<file path="config.mk">
export PLATFORM = sky130hd
export DESIGN_NAME = word_aligner
export DESIGN_NICKNAME = d
export VERILOG_FILES = /design/src/rtl/loopback_pkg.sv /design/src/rtl/loopback_checker_word_aligner.sv
export SDC_FILE = /design/constraint.sdc
export NUM_CORES = 1
export LEC_CHECK = 0
export CAP_MARGIN = 20
export CORE_ASPECT_RATIO = 1.1
export CORE_UTILIZATION = 29
export DETAILED_ROUTE_END_ITERATION = 16
export HOLD_SLACK_MARGIN = 0.02
export PLACE_DENSITY = 0.59
export SLEW_MARGIN = 20
export SYNTH_ARGS = -nofsm -noshare
export SYNTH_HDL_FRONTEND = slang
export SYNTH_SLANG_ARGS = --single-unit
</file>
<file path="constraint.sdc">
create_clock -name clk -period 1.13 [get_ports clk]
set_input_delay 0.226 -clock clk [delete_from_list [all_inputs] [get_ports clk]]
set_output_delay 0.226 -clock clk [all_outputs]
set_load 0.05 [all_outputs]
</file>
<file path="src/rtl/loopback_pkg.sv">
// ---------------------------------------------------------------------------
// loopback_pkg
// Shared types and constants for the HPIO RX loopback checker.
//   chk_state_t : checker FSM states (IDLE, SEARCH, LOCKED)
//   WORD_W      : deserialized word width
//   OFFSET_W    : width of the bit-rotation offset
//   popcount8   : number of set bits in one word (bit-error accounting)
// ---------------------------------------------------------------------------
package loopback_pkg;

  localparam int unsigned WORD_W   = 8;
  localparam int unsigned OFFSET_W = 3;

  typedef enum logic [1:0] {
    IDLE   = 2'd0,
    SEARCH = 2'd1,
    LOCKED = 2'd2
  } chk_state_t;

  // Count of ones in a word; result fits in 4 bits for an 8-bit word.
  function automatic logic [3:0] popcount8(input logic [WORD_W-1:0] w);
    logic [3:0] n;
    n = '0;
    for (int unsigned i = 0; i < WORD_W; i++) begin
      n = n + 4'(w[i]);
    end
    return n;
  endfunction

endpackage

</file>
<file path="src/rtl/loopback_checker_word_aligner.sv">
// ---------------------------------------------------------------------------
// word_aligner
// Keeps the previous raw word and selects an 8-bit window out of
// {current, previous} at the requested bit offset. The aligned word is
// offered combinationally to the checker and registered onto data_out.
// Ports:
//   clk, rst        : clock, asynchronous active-high reset
//   i_data          : raw RX word
//   i_valid         : beat strobe
//   i_active        : checker is out of IDLE and enabled; gates data_out_vld
//   i_offset        : bit offset 0..7 into the 16-bit window
//   o_aligned_c     : combinational aligned word for the current beat
//   o_data_out      : registered aligned word
//   o_data_out_vld  : registered valid, one cycle after the beat
// ---------------------------------------------------------------------------
module word_aligner
  import loopback_pkg::*;
(
  input  logic                clk,
  input  logic                rst,
  input  logic [WORD_W-1:0]   i_data,
  input  logic                i_valid,
  input  logic                i_active,
  input  logic [OFFSET_W-1:0] i_offset,
  output logic [WORD_W-1:0]   o_aligned_c,
  output logic [WORD_W-1:0]   o_data_out,
  output logic                o_data_out_vld
);

  logic [WORD_W-1:0]   r_prev_raw;
  logic [WORD_W-1:0]   r_data_out;
  logic                r_data_out_vld;
  logic [2*WORD_W-1:0] w_win;

  // Offset 0 selects the previous word whole; higher offsets pull bits
  // down from the current word.
  assign w_win       = {i_data, r_prev_raw};
  assign o_aligned_c = w_win[i_offset +: WORD_W];

  // History word tracks every beat, even while the checker is idle.
  always_ff @(posedge clk or posedge rst) begin
    if (rst) begin
      r_prev_raw     <= '0;
      r_data_out     <= '0;
      r_data_out_vld <= 1'b0;
    end else begin
      r_data_out_vld <= i_valid & i_active;
      if (i_valid) begin
        r_prev_raw <= i_data;
      end
      if (i_valid & i_active) begin
        r_data_out <= o_aligned_c;
      end
    end
  end

  assign o_data_out     = r_data_out;
  assign o_data_out_vld = r_data_out_vld;

endmodule

</file>
run_1/placement_by_type.png
Scale: 6 px per um.
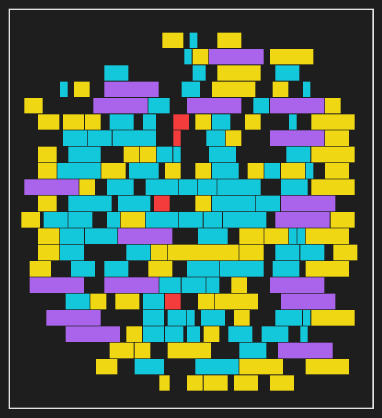
| class | colour | cells |
|---|---|---|
| flops | purple | 17 |
| combinational and other logic | cyan | 79 |
| other buffers and delay cells | yellow | 68 |
| clock drivers and dummy loads | red | 4 |
share of cell area taken by flip-flops and latches: 0.1986
Placement Rows: 22
post-route cell area: 0.002142 mm^2
Util after Layout: 0.6176
core region area: 0.003468 mm^2

run_1/detail.png
Region (3, 37) to (28, 62) um. Cells in grey, sequential cells in the stronger grey; small squares are vias.
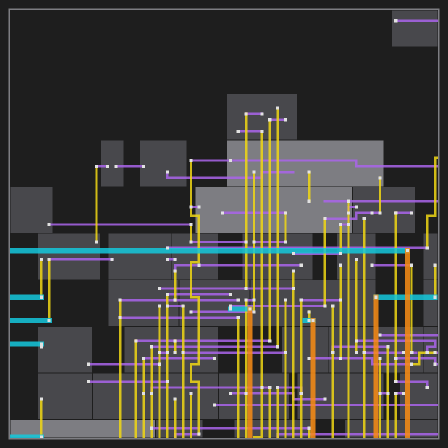
| layer | colour |
|---|---|
| metal 2 | yellow |
| metal 4 | orange |
| metal 1 | purple |
| metal 3 | cyan |
netlist names of flops here include: `r_prev_raw` (2)
sequential cells in the window: 2
cells with their middle in the window: 28
most frequent: buf_4 (5), mux2_2 (4)

==> datasheet_impl.txt, run 1 <==
Implementation parameters

Parameter                              Value

Pwr
  Peak supply drop .................. between 0.5 and 0.6 mV
  Static Leak .................. between 0.9 and 1 nW
  Pwr per Cell Area .................. 1173 mW/mm^2

Synthesis
  Post-synthesis simple-gate area fraction .................. 0.1115
  Largest area contributor in the synthesized netlist .................. dfrtp_1
  Chip area in the Yosys report .................. 0.001089 mm^2
  Top logic family .................. multiplexers
  Ys cells .................. 102
  Synthesized netlist net count .................. 117
  Adder and majority gate portion of the synthesized area .................. 0
  Post-synthesis sequential area ratio .................. 0.3908
  Xor/xnor share of the synthesized area .................. 0
  Leading cell types by total area after synthesis .................. dfrtp_1, mux2_2, o22ai_1
  Unique masters post-synth .................. 24
  Mux contribution to synthesized area .................. 0.2690
  Number of synthesis warnings .................. 0
  Count of flip-flops with a built-in enable after synthesis .................. 0
  Instance tally after logic synthesis .................. ~100
  Synth top area share .................. 0.3908
  Leading cell type by number of instances after synthesis .................. mux2_2
  Combined area of all synthesized cells .................. about 0.0011 mm^2
  Synthesized area per cell .................. around 11 um^2
  Compound-Gate Fraction of Synth Area .................. 0.1678

Setup path
  Top cell family by delay on the critical path .................. flip-flops
  Crit path required time .................. 0.90 ns
  Arrival time at the worst endpoint .................. ~1.5 ns
  Capturing element type of the critical path .................. primary output
  Slowest cell on the critical path .................. dfrtp_1
  CP bufs+invs .................. 1
  CP cell instances .................. mux2_4, o22a_1, and2_4, buf_6
  Worst Setup Start Kind .................. flip-flop
  Slowest Stage Delay on Critical Path .................. 0.41 ns
  Startpoint-to-endpoint class of the critical path .................. reg -> out

Final timing
  Final count of hold timing violations .................. 0
  Final worst path period need .................. 1.758 ns
  Slew of the pin with the lowest slew margin .................. between 0.2 and 0.3 ns
  Setup violations, final .................. 16
  Smallest setup slack after layout .................. -0.6283 ns
  Pins Over Slew Limit .................. 0
  Clk_skew .................. roughly 0.00053 ns
  Portion of the clock cycle consumed by the worst path in the final layout .................. 1.556
  Unrepaired setup endpoints after global routing .................. yes
  Achievable frequency .................. ~570 MHz
  Post-Route Hold Slack .................. ~0.24 ns
  Sum of negative setup slack .................. -5.555 ns

Route
  Average vias per placed instance .................. between 4 and 5
  Count of routing violations after the opening detailed-route iteration .................. 23
  Total length of routed wires .................. around 3300 um
  Count of vias placed by the detailed router .................. between 1000 and 1500
  DRC viols .................. 0
  Antenna violation net count after detailed routing .................. 0

Global routing
  Wire length of the first global-routing pass .................. between 5000 and 6000 um
  Initial antenna violation count .................. 0
  Grt ovf .................. 0
  Largest net degree at the start of global routing .................. 18
  Overall Global Routing Usage .................. 0.1887

Status
  Violations in the final reports .................. negative setup slack
  Status .................. finished with violations

Finish
  Filler Cells Inserted .................. just over 300
  Final nets .................. 184
  Final non-filler cell total .................. roughly 220
  Antenna fix cells .................. 0
  Ratio of cells with drive above 1 in the final layout .................. 0.6548
  Area delta synth->final .................. 96.78%

Floorplan
  I/O pins .................. 32
  Die width .................. just over 60 um
  Fraction of the core area occupied by cells at floorplan .................. 0.3139
  Total die size .................. 0.004003 mm^2
  Die height .................. between 60 and 70 um

CTS
  Clock-pin slew on the worst setup and hold paths .................. 0.10 ns
  Clock root buffer .................. clkbuf_4
  TritonCTS clock tree .................. yes
  Clk Latency, worst-skew pair .................. around 0.29 ns
  Number of levels in the clock H-tree .................. 1
  Number of clock sinks .................. 17
  CTS Buf Count .................. 3

Placement
  Routability Congestion .................. 0.8126
  # port buffers .................. 31
  Post-DP HPWL .................. ~2400 um
  Placed Instances .................. between 200 and 250

Worst hold path
  Class of the tightest hold or removal check .................. in -> async

Flow run
  Number of maximum-capacitance constraint violations .................. 0
run_1/layer_met1.png
Scale: 8 px per um.
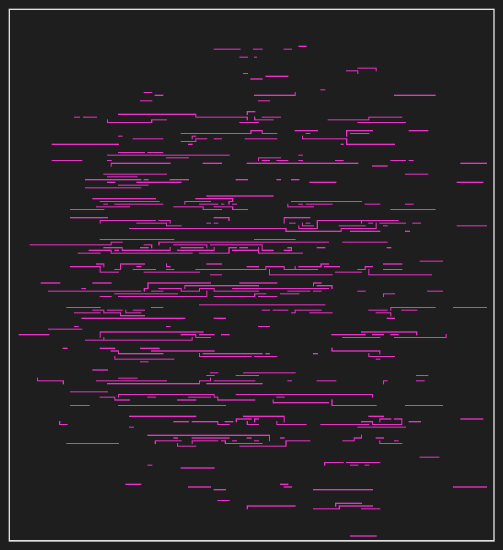
longest straight run: 21.2 um
main direction: horizontal
nets with wire on the layer: 160

[run 1: report_power, final]
| group | switching, W | internal (W) |
|---|---|---|
| clock network | 0.000203 | 0.000138 |
| registers | 0.0000767 | 0.000687 |
| logic | 0.000702 | 0.000706 |
[run 1: placed cells by master, fill, tap and decap left out, drive strengths merged]
cell type	count
or2	1
clkdlybuf4s15	2
o2bb2ai	1
a22oi	1
buf	54
a31o	1
nand2b	3
o31ai	7
o22a	1
and2	2
mux2	20
dfrtp	17
clkbuf	4
o22ai	11
inv	2
nor2b	2
nor2	9
clkdlybuf4s50	6
mux2i	6
bufbuf	1
nand2	10
a22o	2
dlygate4sd2	5
[run 1: worst paths after layout]
path / from / to / slack, ns / cells past startpoint
setup / recovery: r_prev_raw[5]$_DFFE_PP0P_ / o_aligned_c[0] / -0.63 / 4
hold / removal: rst / r_prev_raw[3]$_DFFE_PP0P_ / 0.24 / 3
setup reg to reg: r_prev_raw[6]$_DFFE_PP0P_ / o_data_out[2]$_DFFE_PP0P_ / -0.29 / 6
hold reg to reg: r_prev_raw[1]$_DFFE_PP0P_ / r_prev_raw[1]$_DFFE_PP0P_ / 0.52 / 1
max in group asynchronous: rst / o_data_out[2]$_DFFE_PP0P_ / 0.70 / 3
min in group clk: i_data[4] / r_prev_raw[4]$_DFFE_PP0P_ / 0.35 / 2
[run 1: registers in the layout, indices dropped and copies added, names as in the netlist]
| register | count |
|---|---|
| r_prev_raw | 8 |
| o_data_out | 8 |
| o_data_out_vld | 1 |
[run 1: kinds of logic after synthesis]
kind of cell / count (synthesis)
compound gates: 24
flops: 17
simple gates: 27
mux: 26
buf+inv: 8
[run 1: metal layers]
metal,up-vias,GRT usage,part of all wire
met5,-,0,0
met4,0,0.08239,0.024
met3,10,0.03131,0.036
met2,31,0.3544,0.56
met1,520,0.1995,0.38
li1,512,-,-
[run 1: through the flow]
| stage | instance area (um^2) | total power (W) |
|---|---|---|
| floorplan | 1201 | 0.001448 |
| global placement | 1847 | 0.001991 |
| detailed placement | 1847 | 0.002015 |
| CTS | 2115 | 0.002502 |
| global route | 2142 | 0.002636 |
| finish | 2142 | 0.002513 |
[run 1: worst register-to-register path: stages, from the launching register on]
cell     delay (ns)
dfrtp_1        0.42
mux2_4         0.34
o22ai_4        0.21
buf_6          0.13
buf_6          0.08
buf_6          0.08
o31ai_2        0.05
[run 1: cell type report]
type                    instances  area [um^2]  share of cell area
multi-input cells              77        839.6              0.3919
clock buffers                   4        26.28             0.01227
repair buffers                 68        783.3              0.3657
well taps                      48        60.06             0.02804
inverters                       2        7.507            0.003505
flip-flops and latches         17        425.4              0.1986
[run 1: what timing repair did]
action,in CTS,in global routing
gates resized,50,6
setup buffers,9,2
setup endpoints to repair,16,24
pin swaps,10,4
gates cloned,2,0
==> run 2: changes to the inputs <==
--- a/config.mk
+++ b/config.mk
@@ -5,6 +5,7 @@
 export SDC_FILE = /design/constraint.sdc
 export NUM_CORES = 1
 export LEC_CHECK = 0
+export ABC_CLOCK_PERIOD_IN_PS = 1130
 export CAP_MARGIN = 20
 export CORE_ASPECT_RATIO = 1.1
 export CORE_UTILIZATION = 29
run_2/placement_by_type.png
Scale: 6 px per um.
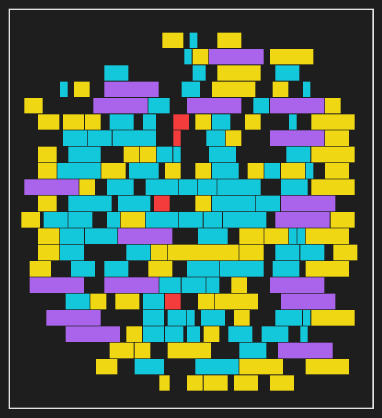

run_2/layer_met1.png
Scale: 8 px per um.
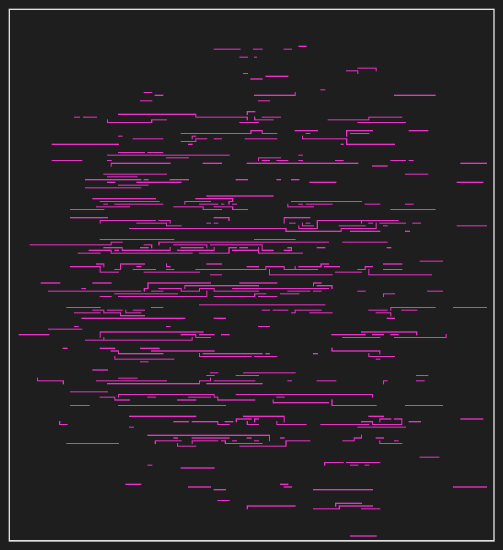
share of all routed wire: 38%
nets with wire on the layer: 160
wire length on this layer: 1270 um
longest straight run: 21.2 um
main direction: horizontal
count of vias placed by the detailed router: 1073
total length of routed wires: 3332 um
global routing met1 resource utilization: 0.1995

==> run 2 against run 1 <==
Hold slack stayed put. Synthesized cell count stayed put. Maximum frequency stayed put. Critical endpoint unchanged. Sequential share of layout area stayed put. Power stayed put. Setup slack stayed put. Utilization stayed put. Clock skew stayed put. Largest cell class unchanged. The run still ends with negative setup slack left. Synthesized area stayed put. Largest power group unchanged. Sequential power hardly changed.
==> datasheet_impl.txt, run 2 <==
Implementation parameters

Parameter                              Value

Synthesis
  Number of synthesis warnings .................. 0
  Largest area contributor in the synthesized netlist .................. dfrtp_1
  Synthesized area per cell .................. 10.67 um^2
  Ys cells .................. 102
  Leading cell type by number of instances after synthesis .................. mux2_2
  Post-synthesis sequential area ratio .................. 0.3908
  Instance tally after logic synthesis .................. 102
  Leading cell types by total area after synthesis .................. dfrtp_1, mux2_2, o22ai_1
  Unique masters post-synth .................. 24
  Synthesized netlist net count .................. 117
  Chip area in the Yosys report .................. around 0.0011 mm^2
  Combined area of all synthesized cells .................. 0.001089 mm^2
  Count of flip-flops with a built-in enable after synthesis .................. 0
  Synth top area share .................. 0.3908

CTS
  Clock-pin slew on the worst setup and hold paths .................. ~0.10 ns
  TritonCTS clock tree .................. yes
  Clk Latency, worst-skew pair .................. 0.29 ns
  Number of clock sinks .................. 17
  CTS Buf Count .................. 3
  Number of levels in the clock H-tree .................. 1
  Clk buf depth .................. 2
  Clock root buffer .................. clkbuf_4

Global routing
  Initial antenna violation count .................. 0
  Grt ovf .................. 0
  Wire length of the first global-routing pass .................. between 5000 and 6000 um
  Overall Global Routing Usage .................. 0.1887
  Most crowded layer after global routing .................. met2
  GRT met2 Usage .................. 0.3544
  Largest net degree at the start of global routing .................. 18
  Met3 GRT Util .................. 0.03131

Floorplan
  Fraction of the core area occupied by cells at floorplan .................. 0.3139
  Die height .................. between 60 and 70 um
  Core region area .................. around 0.0035 mm^2
  I/O pins .................. 32
  Total die size .................. approximately 0.0040 mm^2
  Die width .................. 60.42 um
  Placement Rows .................. 22

Flow run
  Number of maximum-capacitance constraint violations .................. 0
  Number of warnings the tools reported .................. 29

Setup path
  Capturing element type of the critical path .................. primary output
  CP bufs+invs .................. 1
  Worst Setup Start Kind .................. flip-flop
  CP cell instances .................. mux2_4, o22a_1, and2_4, buf_6
  Startpoint-to-endpoint class of the critical path .................. reg -> out
  Slowest Stage Delay on Critical Path .................. between 0.4 and 0.5 ns
  Reg-to-reg slack, setup .................. -0.29 ns
  Number of cells on the worst reg-to-reg path .................. 6
  Crit path required time .................. around 0.90 ns
  Slowest cell on the critical path .................. dfrtp_1
  Reg-to-reg startpoint .................. r_prev_raw[6]$_DFFE_PP0P_
  Arrival time at the worst endpoint .................. approximately 1.5 ns
  RR Endpoint .................. o_data_out[2]$_DFFE_PP0P_
  Top cell family by delay on the critical path .................. flip-flops

Status
  Violations in the final reports .................. negative setup slack
  Status .................. finished with violations

Final timing
  Slew of the pin with the lowest slew margin .................. around 0.27 ns
  Setup violations, final .................. 16
  Final worst path period need .................. 1.758 ns
  Achievable frequency .................. approximately 570 MHz
  Final count of hold timing violations .................. 0
  Smallest setup slack after layout .................. -0.6283 ns
  Portion of the clock cycle consumed by the worst path in the final layout .................. 1.556
  Pins Over Slew Limit .................. 0
  Unrepaired setup endpoints after global routing .................. yes
  Clk_skew .................. between 0.0005 and 0.0006 ns

Route
  Antenna violation net count after detailed routing .................. 0
  Average vias per placed instance .................. around 5.0
  Count of routing violations after the opening detailed-route iteration .................. 23
  DRC viols .................. 0

Worst hold path
  Class of the tightest hold or removal check .................. in -> async

Placement
  Placed Instances .................. about 200
  Post-DP HPWL .................. about 2400 um
  # port buffers .................. 31
  Routability Congestion .................. slightly above 0.8

Finish
  Most used cells in the layout excluding fill and tap cells .................. buf_4, dfrtp_1, buf_6
  Final nets .................. around 180
  Final non-filler cell total .................. around 220
  Most common cell after layout, fill and taps aside .................. buf_4
  Ratio of cells with drive above 1 in the final layout .................. 0.6548
  Util after Layout .................. 0.6176
  Antenna fix cells .................. 0
  Area delta synth->final .................. 96.78%

Pwr
  Static Leak .................. approximately 0.95 nW
  Pwr per Cell Area .................. between 1000 and 1500 mW/mm^2
  Peak supply drop .................. 0.5125 mV
run_2/sizes.png
Scale: 6 px per um.
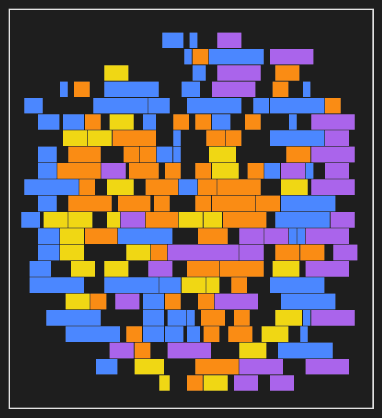
| size | colour | cells |
|---|---|---|
| _3 and _4 cells | orange | 52 |
| _6 and larger | purple | 30 |
| _0 and _1 cells | blue | 58 |
| _2 cells | yellow | 28 |

[run 2: cell counts in the layout (fill, tap and decap cells not counted)]
Identical to the previous run, type by type.
[run 2: worst max path at each step]
stage | from | to | cells past startpoint
2_1_floorplan | i_offset[0] | o_aligned_c[3] | 5
3_3_place_gp | i_offset[0] | o_aligned_c[7] | 7
3_5_place_dp | i_offset[0] | o_aligned_c[7] | 7
4_1_cts | r_prev_raw[5]$_DFFE_PP0P_ | o_aligned_c[0] | 4
5_1_grt | r_prev_raw[5]$_DFFE_PP0P_ | o_aligned_c[0] | 4
6_report | r_prev_raw[5]$_DFFE_PP0P_ | o_aligned_c[0] | 4
[run 2: routing by layer]
layer,part of all wire,routed length (um),up-vias
met5,0,0,-
li1,-,-,512
met2,0.56,1860,31
met1,0.38,1272,520
met4,0.024,79,0
met3,0.036,120,10
[run 2: cell type report]
type,instances,area (um^2)
fillers,303,1326
multi-input cells,77,839.6
repair buffers,68,783.3
flip-flops and latches,17,425.4
well taps,48,60.06
clock buffers,4,26.28
inverters,2,7.507
[run 2: kinds of logic (layout without fill, tap and decap cells)]
logic type             after synthesis  after routing  synth area share
buffers and inverters                8             74           0.06092
flip-flops                          17             17            0.3908
AND-OR/OR-AND                       24             24            0.1678
AND/OR/NAND/NOR                     27             27            0.1115
multiplexers                        26             26            0.2690
[run 2: stage by stage]
stage                     area [um^2]  setup slack, ns  hold slack [ns]  TNS, ns  total power (W)
after floorplan                  1201          -0.1911           0.1521   -1.708         0.001448
after global placement           1847          -0.9187           0.5061   -13.80         0.001991
after detailed placement         1847          -0.9328           0.5083   -14.20         0.002015
after CTS                        2115          -0.6366           0.2393   -5.552         0.002502
after global routing             2142          -0.6817           0.2522   -6.423         0.002636
final                            2142          -0.6283           0.2351   -5.555         0.002513
[run 2: power by group]
part           leakage [nW]  internal, W  total [W]  switching (W)
Combinational         0.726     0.000706    0.00141       0.000702
Clock                0.0150     0.000138   0.000341       0.000203
Sequential            0.204     0.000687   0.000764      0.0000767
[run 2: worst reg2reg max path, cell delays in order, from the launching register on]
cell and delay, ns:
dfrtp_1 0.42, mux2_4 0.34, o22ai_4 0.21, buf_6 0.13, buf_6 0.08, buf_6 0.08, o31ai_2 0.05
[run 2: repair_timing]
action / CTS / global route
resized: 50 / 6
buffers inserted: 9 / 2
pin swaps: 10 / 4
cloned: 2 / 0
setup endpoints to repair: 16 / 24
hold buffers: 0 / 0
run_2/detail.png
Region (3, 37) to (28, 62) um. Cells in grey, sequential cells in the stronger grey; small squares are vias.
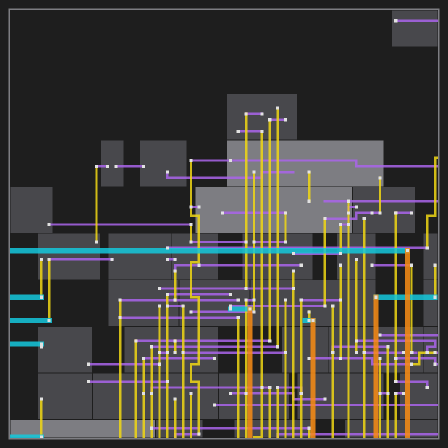

==> run 3: changes to the inputs <==
--- a/config.mk
+++ b/config.mk
@@ -11,8 +11,9 @@
 export CORE_UTILIZATION = 29
 export DETAILED_ROUTE_END_ITERATION = 16
 export HOLD_SLACK_MARGIN = 0.02
-export PLACE_DENSITY = 0.59
+export PLACE_DENSITY_LB_ADDON = 0.3
 export SLEW_MARGIN = 20
 export SYNTH_ARGS = -nofsm -noshare
 export SYNTH_HDL_FRONTEND = slang
 export SYNTH_SLANG_ARGS = --single-unit
+export TNS_END_PERCENT = 30
run_3/detail.png
Region (3, 37) to (28, 62) um. Cells in grey, sequential cells in the stronger grey; small squares are vias.
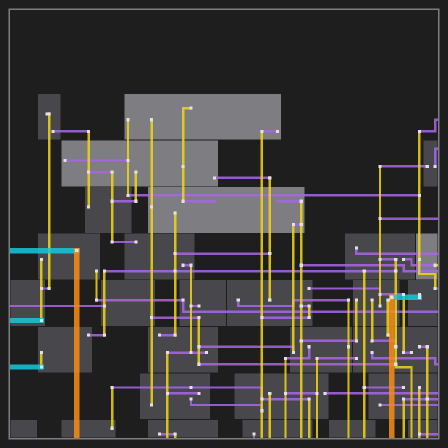
| layer | colour |
|---|---|
| metal 2 | yellow |
| metal 3 | cyan |
| metal 1 | purple |
| metal 4 | orange |
most frequent: mux2_2 (5), dfrtp_1 (3)
sequential cells in the window: 3
cells with their middle in the window: 21
netlist names of flops here include: `r_prev_raw` (3)

run_3/layer_met1.png
Scale: 8 px per um.
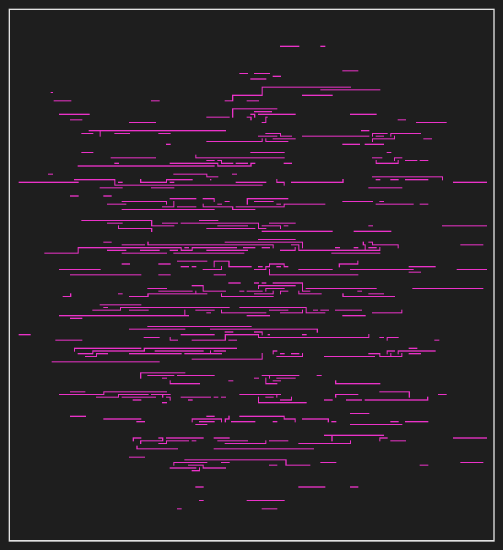
count of vias placed by the detailed router: 1047
total length of routed wires: 2911 um
global routing met1 resource utilization: 0.1978

==> run 3 against run 2 <==
Highest routed layer unchanged. Hold slack improved by 0.016 ns. Utilization decreased by 4.2 points. The flow still finishes with violations (negative setup slack). Sequential share of layout area up 1.5 points. Critical path type unchanged. Count of clock-buffer cells in the layout is the same. Via count decreased by 2.4%. Flip-flop count stayed put.
==> datasheet_impl.txt, run 3 <==
Implementation parameters

Parameter                              Value

Status
  Status .................. finished with violations
  Violations in the final reports .................. negative setup slack

Synthesis
  Count of flip-flops with a built-in enable after synthesis .................. 0
  Synth top area share .................. 0.3908
  Largest area contributor in the synthesized netlist .................. dfrtp_1
  Synthesized netlist net count .................. ~120
  Leading cell type by number of instances after synthesis .................. mux2_2
  Ys cells .................. between 100 and 150

Final timing
  Unrepaired setup endpoints after global routing .................. yes
  Clk_skew .................. 0.003493 ns
  Smallest setup slack after layout .................. -0.6233 ns
  Pins Over Slew Limit .................. 0
  Post-Route Hold Slack .................. around 0.25 ns
  Portion of the clock cycle consumed by the worst path in the final layout .................. 1.552
  Setup violations, final .................. 15
  Final count of hold timing violations .................. 0

Pwr
  Pwr per Cell Area .................. between 1000 and 1500 mW/mm^2
  Post-layout power .................. 0.002396 W
  Switching share of total power .................. 0.3844
  Net load switching power .................. between 0.0009 and 0.001 W
  Proportion of power drawn by flip-flops and latches .................. 0.321
  Pint .................. 0.001475 W

Global routing
  Wire length of the first global-routing pass .................. a little under 5000 um
  Grt ovf .................. 0
  Initial antenna violation count .................. 0

CTS
  Clock-pin slew on the worst setup and hold paths .................. approximately 0.10 ns
  Clk Latency, worst-skew pair .................. slightly below 0.3 ns
  TritonCTS clock tree .................. yes
  Clock root buffer .................. clkbuf_4

Setup path
  Capturing element type of the critical path .................. primary output
  Startpoint-to-endpoint class of the critical path .................. reg -> out
  Top cell family by delay on the critical path .................. flip-flops
  Slowest Stage Delay on Critical Path .................. a little over 0.4 ns
  Crit path required time .................. around 0.9 ns

Placement
  Post-DP HPWL .................. approximately 2300 um
  Pre-CTS worst setup slack .................. -0.9071 ns

Floorplan
  Core region area .................. between 0.003 and 0.004 mm^2
  Die width .................. 60.42 um
  I/O pins .................. 32

Route
  DRC viols .................. 0

Finish
  Area delta synth->final .................. 83.33%
run_3/sizes.png
Scale: 6 px per um.
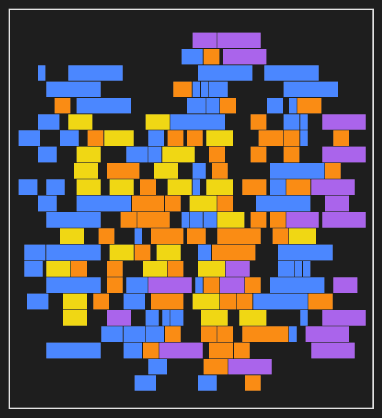
| size | colour | cells |
|---|---|---|
| _3 and _4 cells | orange | 55 |
| _6 and larger | purple | 19 |
| _2 cells | yellow | 26 |
| _0 and _1 cells | blue | 68 |

[run 3: cell counts after synthesis]
Identical to the previous run, type by type.
[run 3: path summary, 6_finish.rpt]
kind,start,to,slack (ns),cells past startpoint
worst max-delay path,r_prev_raw[7]$_DFFE_PP0P_,o_aligned_c[0],-0.62,4
min in group clk,i_data[4],r_prev_raw[4]$_DFFE_PP0P_,0.37,2
worst min-delay path,rst,r_prev_raw[1]$_DFFE_PP0P_,0.25,3
max in group asynchronous,rst,o_data_out[1]$_DFFE_PP0P_,0.69,3
worst max register to register,r_prev_raw[7]$_DFFE_PP0P_,o_data_out[5]$_DFFE_PP0P_,-0.22,5
worst min register to register,r_prev_raw[0]$_DFFE_PP0P_,r_prev_raw[0]$_DFFE_PP0P_,0.53,1
[run 3: kinds of logic after synthesis]
logic type / Yosys count / synth area share
and+or+nand+nor: 27 / 0.1115
muxes: 26 / 0.2690
AOI/OAI and AO/OA: 24 / 0.1678
DFF: 17 / 0.3908
buffers and inverters: 8 / 0.06092
[run 3: repair_timing]
item | in CTS | in global routing
pin swaps | 5 | 2
hold buffers | 0 | 0
gates resized | 25 | 3
endpoints found under the setup margin | 16 | 22
buffers inserted | 6 | 1
[run 3: metal layers]
metal,track usage,vias to the layer above,share of wire
met1,0.1978,505,0.42
met5,0,-,0
met4,0.05966,0,0.016
met2,0.2885,27,0.54
met3,0.01957,6,0.024
li1,-,509,-
[run 3: area by class of cell]
cell class | count | area, um^2
Timing Repair Buffer | 68 | 715.7
Multi-Input combinational cell | 77 | 760.7
Tap cell | 48 | 60.06
Clock buffer | 4 | 26.28
Sequential cell | 17 | 425.4
Inverter | 2 | 7.507
Fill cell | 321 | 1473
[run 3: worst register-to-register path, delay by kind of cell, from the launching register on]
| family | cells | cell delay, ns |
|---|---|---|
| flops | 1 | 0.41 |
| mux | 1 | 0.31 |
| compound gates | 2 | 0.29 |
| buf+inv | 2 | 0.24 |
[run 3: power by group through the flow]
stage,Sequential (W),Clock [W],Combinational [W]
after floorplan,0.000922,0,0.000525
after global placement,0.000774,0,0.00121
after detailed placement,0.000781,0,0.00122
after CTS,0.000770,0.000347,0.00129
after global routing,0.000778,0.000386,0.00137
final,0.000769,0.000325,0.00130
[run 3: stage by stage]
stage	cells	area [um^2]
finish	216	1996
floorplan	102	1201
CTS	215	1972
detailed placement	205	1842
global placement	205	1842
global route	216	1996
Power figures rest on the tool's default switching activity, not on a simulated workload.
